$ cat config.mk
export PLATFORM = sky130hd
export DESIGN_NAME = instr_encoder
export DESIGN_NICKNAME = d
export VERILOG_FILES = /design/src/rtl/riscv_isa_pkg.sv /design/src/rtl/sync_fifo.sv /design/src/rtl/instr_encoder.sv
export SDC_FILE = /design/constraint.sdc
export NUM_CORES = 1
export LEC_CHECK = 0
export ABC_CLOCK_PERIOD_IN_PS = 5860
export CORE_UTILIZATION = 57
export DETAILED_ROUTE_END_ITERATION = 8
export PLACE_DENSITY = 0.85
export SLEW_MARGIN = 15
export SYNTH_ARGS = -nofsm -noshare
export SYNTH_HDL_FRONTEND = slang
export SYNTH_HIERARCHICAL = 1
export SYNTH_SLANG_ARGS = --single-unit
$ cat constraint.sdc
create_clock -name clk -period 5.86 [get_ports clk]
set_clock_uncertainty 0.15 [all_clocks]
set_input_delay 1.172 -clock clk [delete_from_list [all_inputs] [get_ports clk]]
set_output_delay 1.172 -clock clk [all_outputs]
set_load 0.01 [all_outputs]
$ cat src/rtl/riscv_isa_pkg.sv
// ---------------------------------------------------------------------------
// riscv_isa_pkg : RV32I opcodes, descriptor classes and immediate formats
// Rev 1.0
// ---------------------------------------------------------------------------
`default_nettype none

package riscv_isa_pkg;

  localparam logic [6:0] OPC_OP     = 7'b0110011;
  localparam logic [6:0] OPC_LOAD   = 7'b0000011;
  localparam logic [6:0] OPC_STORE  = 7'b0100011;
  localparam logic [6:0] OPC_BRANCH = 7'b1100011;
  localparam logic [6:0] OPC_OPIMM  = 7'b0010011;
  localparam logic [6:0] OPC_JAL    = 7'b1101111;
  localparam logic [6:0] OPC_JALR   = 7'b1100111;

  typedef enum logic [2:0] {
    CLS_R       = 3'd0,
    CLS_LOAD    = 3'd1,
    CLS_STORE   = 3'd2,
    CLS_BRANCH  = 3'd3,
    CLS_OPIMM   = 3'd4,
    CLS_JAL     = 3'd5,
    CLS_JALR    = 3'd6,
    CLS_ILLEGAL = 3'd7
  } instr_class_t;

  typedef enum logic [1:0] {
    IMM_I = 2'd0,
    IMM_S = 2'd1,
    IMM_B = 2'd2,
    IMM_J = 2'd3
  } imm_fmt_t;

  // True when v, read as signed 32-bit, is representable in 'bits' signed bits.
  function automatic logic fits_signed(input logic [31:0] v, input int bits);
    logic ok;
    ok = 1'b1;
    for (int i = 0; i < 32; i++) begin
      if (i >= bits - 1 && v[i] != v[31]) ok = 1'b0;
    end
    return ok;
  endfunction

endpackage

`default_nettype wire

$ cat src/rtl/sync_fifo.sv
// ---------------------------------------------------------------------------
// sync_fifo : single-clock FIFO, registered occupancy, no fall-through
// Rev 1.0
// ---------------------------------------------------------------------------
`default_nettype none

module sync_fifo #(
  parameter int WIDTH = 32,
  parameter int DEPTH = 4
) (
  input  logic                     clk,
  input  logic                     rst,
  input  logic                     push,
  input  logic [WIDTH-1:0]         push_data,
  input  logic                     pop,
  output logic [WIDTH-1:0]         pop_data,
  output logic                     full,
  output logic                     empty,
  output logic [$clog2(DEPTH):0]   count
);

  localparam int PTR_W = $clog2(DEPTH);

  logic [WIDTH-1:0] mem_q [DEPTH];
  logic [PTR_W-1:0] wr_ptr_q, wr_ptr_d;
  logic [PTR_W-1:0] rd_ptr_q, rd_ptr_d;
  logic [PTR_W:0]   count_q, count_d;
  logic             do_push, do_pop;

  assign full     = (count_q == (PTR_W+1)'(DEPTH));
  assign empty    = (count_q == '0);
  assign count    = count_q;
  assign pop_data = mem_q[rd_ptr_q];

  always_comb begin
    do_push  = push && !full;
    do_pop   = pop && !empty;
    wr_ptr_d = wr_ptr_q;
    rd_ptr_d = rd_ptr_q;
    count_d  = count_q;
    if (do_push) wr_ptr_d = wr_ptr_q + PTR_W'(1);
    if (do_pop)  rd_ptr_d = rd_ptr_q + PTR_W'(1);
    if (do_push && !do_pop)      count_d = count_q + (PTR_W+1)'(1);
    else if (!do_push && do_pop) count_d = count_q - (PTR_W+1)'(1);
  end

  always_ff @(posedge clk) begin
    if (rst) begin
      wr_ptr_q <= '0;
      rd_ptr_q <= '0;
      count_q  <= '0;
    end else begin
      wr_ptr_q <= wr_ptr_d;
      rd_ptr_q <= rd_ptr_d;
      count_q  <= count_d;
    end
  end

  // Storage needs no reset: entries are only read while count is non-zero.
  always_ff @(posedge clk) begin
    if (do_push) mem_q[wr_ptr_q] <= push_data;
  end

endmodule

`default_nettype wire

$ cat src/rtl/instr_encoder.sv
// ---------------------------------------------------------------------------
// instr_encoder : packs instruction descriptors into RV32I words and emits
//                 them as sequentially addressed instruction-memory writes
// Rev 1.0
// ---------------------------------------------------------------------------
`default_nettype none

module instr_encoder
  import riscv_isa_pkg::*;
#(
  parameter int          DEPTH     = 4,
  parameter int          ADDR_W    = 10,
  parameter int unsigned BASE_ADDR = 0
) (
  input  logic                     clk,
  input  logic                     rst,
  input  logic                     in_valid,
  output logic                     in_ready,
  input  logic [2:0]               in_class,
  input  logic [4:0]               in_rd,
  input  logic [4:0]               in_rs1,
  input  logic [4:0]               in_rs2,
  input  logic [2:0]               in_funct3,
  input  logic [6:0]               in_funct7,
  input  logic [31:0]              in_imm,
  output logic                     out_valid,
  input  logic                     out_ready,
  output logic [31:0]              out_instr,
  output logic [ADDR_W-1:0]        out_addr,
  output logic                     err_pulse,
  output logic                     err_sticky,
  output logic [$clog2(DEPTH):0]   count
);

  localparam logic [ADDR_W-1:0] BASE = ADDR_W'(BASE_ADDR);

  typedef struct packed {
    logic [31:0] word;
    logic        bad;
  } enc_t;

  function automatic enc_t encode(input logic [2:0] cls_raw, input logic [4:0] rd,
                                  input logic [4:0] rs1, input logic [4:0] rs2,
                                  input logic [2:0] f3, input logic [6:0] f7,
                                  input logic [31:0] imm);
    enc_t         r;
    imm_fmt_t     fmt;
    logic         has_imm;
    instr_class_t cls;
    cls     = instr_class_t'(cls_raw);
    r.word  = '0;
    r.bad   = 1'b0;
    fmt     = IMM_I;
    has_imm = 1'b1;
    case (cls)
      CLS_R: begin
        r.word  = {f7, rs2, rs1, f3, rd, OPC_OP};
        has_imm = 1'b0;
      end
      CLS_LOAD:   r.word = {imm[11:0], rs1, f3, rd, OPC_LOAD};
      CLS_OPIMM:  r.word = {imm[11:0], rs1, f3, rd, OPC_OPIMM};
      CLS_JALR:   r.word = {imm[11:0], rs1, 3'b000, rd, OPC_JALR};
      CLS_STORE: begin
        r.word = {imm[11:5], rs2, rs1, f3, imm[4:0], OPC_STORE};
        fmt    = IMM_S;
      end
      CLS_BRANCH: begin
        r.word = {imm[12], imm[10:5], rs2, rs1, f3, imm[4:1], imm[11], OPC_BRANCH};
        fmt    = IMM_B;
      end
      CLS_JAL: begin
        r.word = {imm[20], imm[10:1], imm[11], imm[19:12], rd, OPC_JAL};
        fmt    = IMM_J;
      end
      default: begin
        r.bad   = 1'b1;
        has_imm = 1'b0;
      end
    endcase
    if (has_imm) begin
      case (fmt)
        IMM_I, IMM_S: r.bad = !fits_signed(imm, 12);
        IMM_B:        r.bad = !fits_signed(imm, 13) || imm[0];
        IMM_J:        r.bad = !fits_signed(imm, 21) || imm[0];
        default:      r.bad = 1'b1;
      endcase
    end
    return r;
  endfunction

  enc_t              enc;
  logic              accept, push, pop;
  logic              fifo_full, fifo_empty;
  logic [ADDR_W-1:0] addr_q, addr_d;
  logic              err_pulse_q, err_pulse_d;
  logic              err_sticky_q, err_sticky_d;

  assign in_ready   = !fifo_full && !rst;
  assign out_valid  = !fifo_empty;
  assign out_addr   = addr_q;
  assign err_pulse  = err_pulse_q;
  assign err_sticky = err_sticky_q;

  // Rejected descriptors still complete the handshake but never reach the FIFO.
  always_comb begin
    enc          = encode(in_class, in_rd, in_rs1, in_rs2, in_funct3, in_funct7, in_imm);
    accept       = in_valid && in_ready;
    push         = accept && !enc.bad;
    pop          = out_valid && out_ready;
    addr_d       = addr_q;
    if (pop) addr_d = addr_q + ADDR_W'(1);
    err_pulse_d  = accept && enc.bad;
    err_sticky_d = err_sticky_q || err_pulse_d;
  end

  always_ff @(posedge clk) begin
    if (rst) begin
      addr_q       <= BASE;
      err_pulse_q  <= 1'b0;
      err_sticky_q <= 1'b0;
    end else begin
      addr_q       <= addr_d;
      err_pulse_q  <= err_pulse_d;
      err_sticky_q <= err_sticky_d;
    end
  end

  sync_fifo #(
    .WIDTH (32),
    .DEPTH (DEPTH)
  ) u_fifo (
    .clk       (clk),
    .rst       (rst),
    .push      (push),
    .push_data (enc.word),
    .pop       (pop),
    .pop_data  (out_instr),
    .full      (fifo_full),
    .empty     (fifo_empty),
    .count     (count)
  );

endmodule

`default_nettype wire

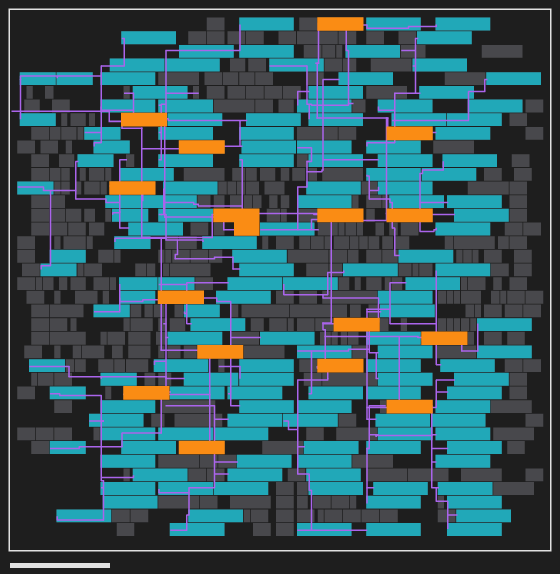
clk_routes.png
Scale bar: 20 um.
[flip-flops] cyan | count: 149
[clock wires] purple | length: 1,580 um
[clock drivers] orange | count: 17
flops lie: spread over the die
routed clock nets: 18
Skew-Pair Late Insertion Delay: 0.52 ns
Clk network pwr share: 44.3%
power in the clock group: 1.05 mW

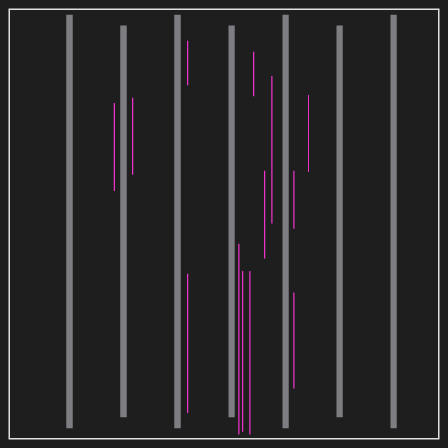
layer_met4.png
Supply wires on this layer in gray.
longest straight run: 47.6 um
share of all routed wire: 2.5%
detailed-route via count: 3,960
Total Wirelength: 13,930 um

==> ci_impl_report.md <==
### Metrics collected by this job

| Metric | Value |
|---|---|
| Mux frac, synth | 13.56% |
| Core ar. | 0.01084 mm2 |
| P per Cell Area | 290.3 mW/mm2 |
| Switching share of power | 20.06% |
| Startpoint Class | input port |
| Critical Path AT | 4.90 ns |
| Avg WL per Cell | 21.01 um |
| Max-cap violation count | 0 |
| Synth cell types | 54 |
| Xor+xnor area frac | 2.208% |
| DR pass1 iterations | 5 |
| Post-CTS sizing | 0 |
| Syn. warnings | 6 |
| RSZ-0062 raised after global routing | no |
| Layout cell share with drive strength beyond 1 | 14.72% |
| Flip-flops with a built-in enable | 128 |
| Fin nets | 581 |
| Crit-path max FO | 7 |
| Area growth, synth to finish | 28.55% |
| Largest net degree at the start of global routing | 33 |
| Register clock-pin slew on the reported worst setup and hold paths | 0.06 ns |
| Ys cells | 387 |
| Gate power share | 6.3% |
| Number of DRC markers in iteration 0 | 323 |
| CTS sink cnt | 149 |
| Post-CTS Hold Buffers | 0 |
| Die ar. | 0.01156 mm2 |
| Yosys stat area | 0.006346 mm2 |
| Hold WC Path Type | reg -> reg |
| Via/cell ratio | 5.973 |
| Max Transition Viols Final | 0 |
| CP Cell Sequence | clkdlybuf4s50_1, or4_1, nor2_1, a31oi_1, nor4_2, o21ba_1, inv_1, nor2_1, ha_1, inv_1, fa_1, xor2_1, or3_1, a21oi_1 |
| Number of global-route vias before repair | 4,043 |
| Post-synth ARST share | 0% |
| TritonCTS clock tree | yes |
| Net switching power | 0.4750 mW |
| First-pass GRT wire length | 21,260 um |
| Synth area leader | edfxtp_1 |
| GRT Resource Usage Total | 25.57% |
| Drc violations | 0 |
| Finished Layout Cells | 663 |
| Final setup fails | 0 |
| Commonest cells in the netlist | edfxtp_1, nor2_1, mux4_2 |
| Std cell rows | 38 |
| Die Wd | 107.5 um |
| Antenna diodes | 0 |
| Postcts setup bufs | 0 |
| Most common cell in the netlist | edfxtp_1 |
| Post-route minimum period | 4.615 ns |
| Sequential share of power | 49.3% |
| Yosys simple share | 7.729% |
| CTS Buffer Depth | 2 |
| Mapped Area | 0.006346 mm2 |
| Internal cell power | 1.893 mW |
| Remaining antenna violation count | 0 |
| Critical Path Sink Type | flip-flop |
| Area contributors post-synth | edfxtp_1, mux4_2, dfxtp_1 |
| Top logic family | multiplexers |
| RD Place Congestion | 0.8252 |
| Fin crit share | 78.76% |
| H-tree depth | 4 |
| Syn Area/Cell | 16.40 um2 |
| Seq cells post-synth | 149 |
| Clock root cell | clkbuf_8 |
| Fp util | 58.54% |
| PortBufs | 112 |
| Crit-path slowest cell | or4_1 |
| I/O pin cnt | 113 |
| Slew headroom | 49.63% |
| Main flop type | edfxtp_1 |
| OpenROAD warning count | 29 |
| Syn Nets | 458 |
| Fmax | 0.2167 GHz |
| Number of antenna violations at the first check in global routing | 0 |
| Compound Share, Synth | 5.205% |
| Number of buffers created by CTS | 17 |
| Tightest Pin Transition | 0.7528 ns |
| Placed cells | 631 |
| Largest stage delay, worst path | 0.60 ns |
| WP data required | 6.14 ns |
| Setup TNS | 0 ns |
| Die H | 107.5 um |
| Outcome | completed |
| Leakage | 2.750 nW |
| Detailed Place HPWL | 8799 um |
| Total grt overflow | 0 |
| Synth Seq Share | 67.19% |
| Adder Share, Synth | 1.498% |
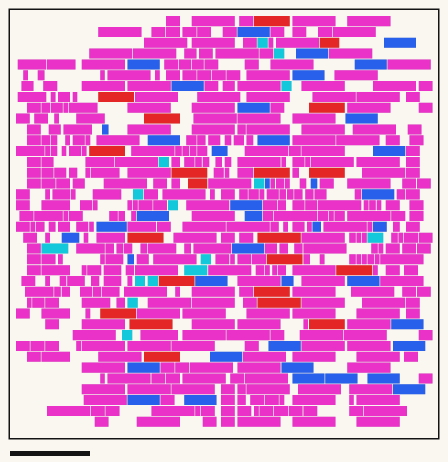
sizes.png
Scale bar: 20 um.
[_3 and _4 cells] cyan | cells: 15 | share: 2.9% | most used: buf_4
[_6 and larger] red | cells: 21 | share: 4.0% | most used: clkbuf_16
[_0 and _1 cells] magenta | cells: 446 | share: 85% | most used: edfxtp_1
[_2 cells] blue | cells: 41 | share: 7.8% | most used: mux4_2
final instance area: 0.008158 mm2
Non-clock buffers: 121
setup ws final: 1.245 ns

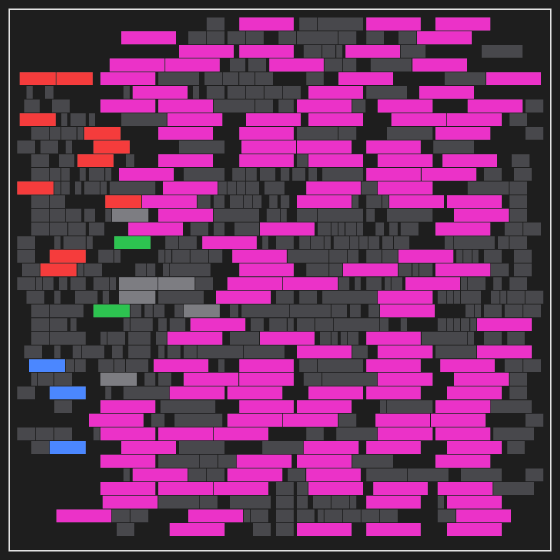
flops_by_reg.png
Other sequential cells in the stronger gray, the rest of the logic in the fainter gray.
[u_fifo/mem_q] magenta | sequential cells: 128
[u_fifo/count] blue | sequential cells: 3
[out_addr] red | sequential cells: 10
[u_fifo/rd_ptr_q] green | sequential cells: 2
not colored: 6

[sequential cells by signal (all words and copies together) (netlist names), named ones only]
register	cells
u_fifo/mem_q	128
u_fifo/wr_ptr_q	2
u_fifo/count	3
err_pulse	1
out_addr	10
err_sticky	1
u_fifo/rd_ptr_q	2
[logic make-up after synthesis]
| group | after synthesis |
|---|---|
| simple gates | 94 |
| mux | 45 |
| xor+xnor | 16 |
| buf+inv | 27 |
| fa+ha+maj | 7 |
| compound gates | 49 |
| flops | 149 |
[worst paths after layout]
kind / start / slack, ns / cells past startpoint / end
setup reg to reg: u_fifo/count[0]$_SDFFE_PP0P_ / 2.69 / 12 / u_fifo/count[2]$_SDFFE_PP0P_
hold reg to reg: err_sticky$_SDFF_PP0_ / 0.37 / 2 / err_sticky$_SDFF_PP0_
hold / removal: err_sticky$_SDFF_PP0_ / 0.37 / 2 / err_sticky$_SDFF_PP0_
setup / recovery: in_imm[31] / 1.24 / 14 / u_fifo/count[2]$_SDFFE_PP0P_
[per-layer routing]
layer  track usage (%)  up-vias  share of wire, %
li1                  -     1765                 -
met1             31.62     1956                38
met2             42.31      211                51
met3             6.659       28               8.2
met4             11.64        0               2.4
met5                 0        -                 0
[critical path: cells and delay by family]
kind | cells | cell delay, ns
AND/OR/NAND/NOR | 5 | 1.80
AND-OR/OR-AND | 3 | 0.42
XOR/XNOR | 1 | 0.16
adder cells (fa/ha/maj) | 2 | 0.63
buffers and inverters | 3 | 0.69
[through the flow]
step                util (%)  instance area, um2  hold slack (ns)  power [mW]
finish                 75.25                8158           0.3684       2.368
global route           75.25                8158           0.3704       2.430
CTS                    75.25                8158           0.3644       2.383
detailed placement     69.96                7584           0.3497       1.337
global placement       69.96                7584           0.3105       1.331
floorplan                  -                6346           0.3318       1.256
[area by class of cell]
class                      instances  area (um2)
inverter                          10       37.54
tap                              140       175.2
multi-input combinational        211        1917
sequential                       149        4265
clock buffer                      21       439.2
clock inverter                    11       135.1
timing repair buffer             121        1189
fill                             641        2683
[placed cells by master (no fill, tap or decap), types with 3 or more instances in the layout]
cell type,instances
o2bb2ai_1,3
clkinv_2,3
clkdlybuf4s50_1,112
nor2b_1,5
ha_1,6
edfxtp_1,128
o21ai_1,11
inv_1,9
and3_1,7
buf_4,9
nand4_1,3
xnor2_1,3
clkinvlp_4,3
and2_1,4
xor2_1,13
a22oi_1,4
bufinv_16,3
nor4_1,3
nand3_1,5
a22o_1,6
clkbuf_1,3
dfxtp_1,20
nand2_1,18
mux4_2,30
a21oi_1,10
mux2i_1,11
nor3_1,4
clkbuf_16,16
nor2_1,33
[power groups by stage]
stage	clock [mW]	combinational (mW)	sequential, mW
finish	1.05	0.150	1.17
floorplan	0	0.0656	1.19
global placement	0	0.141	1.19
global route	1.10	0.161	1.17
detailed placement	0	0.147	1.19
CTS	1.07	0.149	1.17
Power and IR drop assume default switching activity.
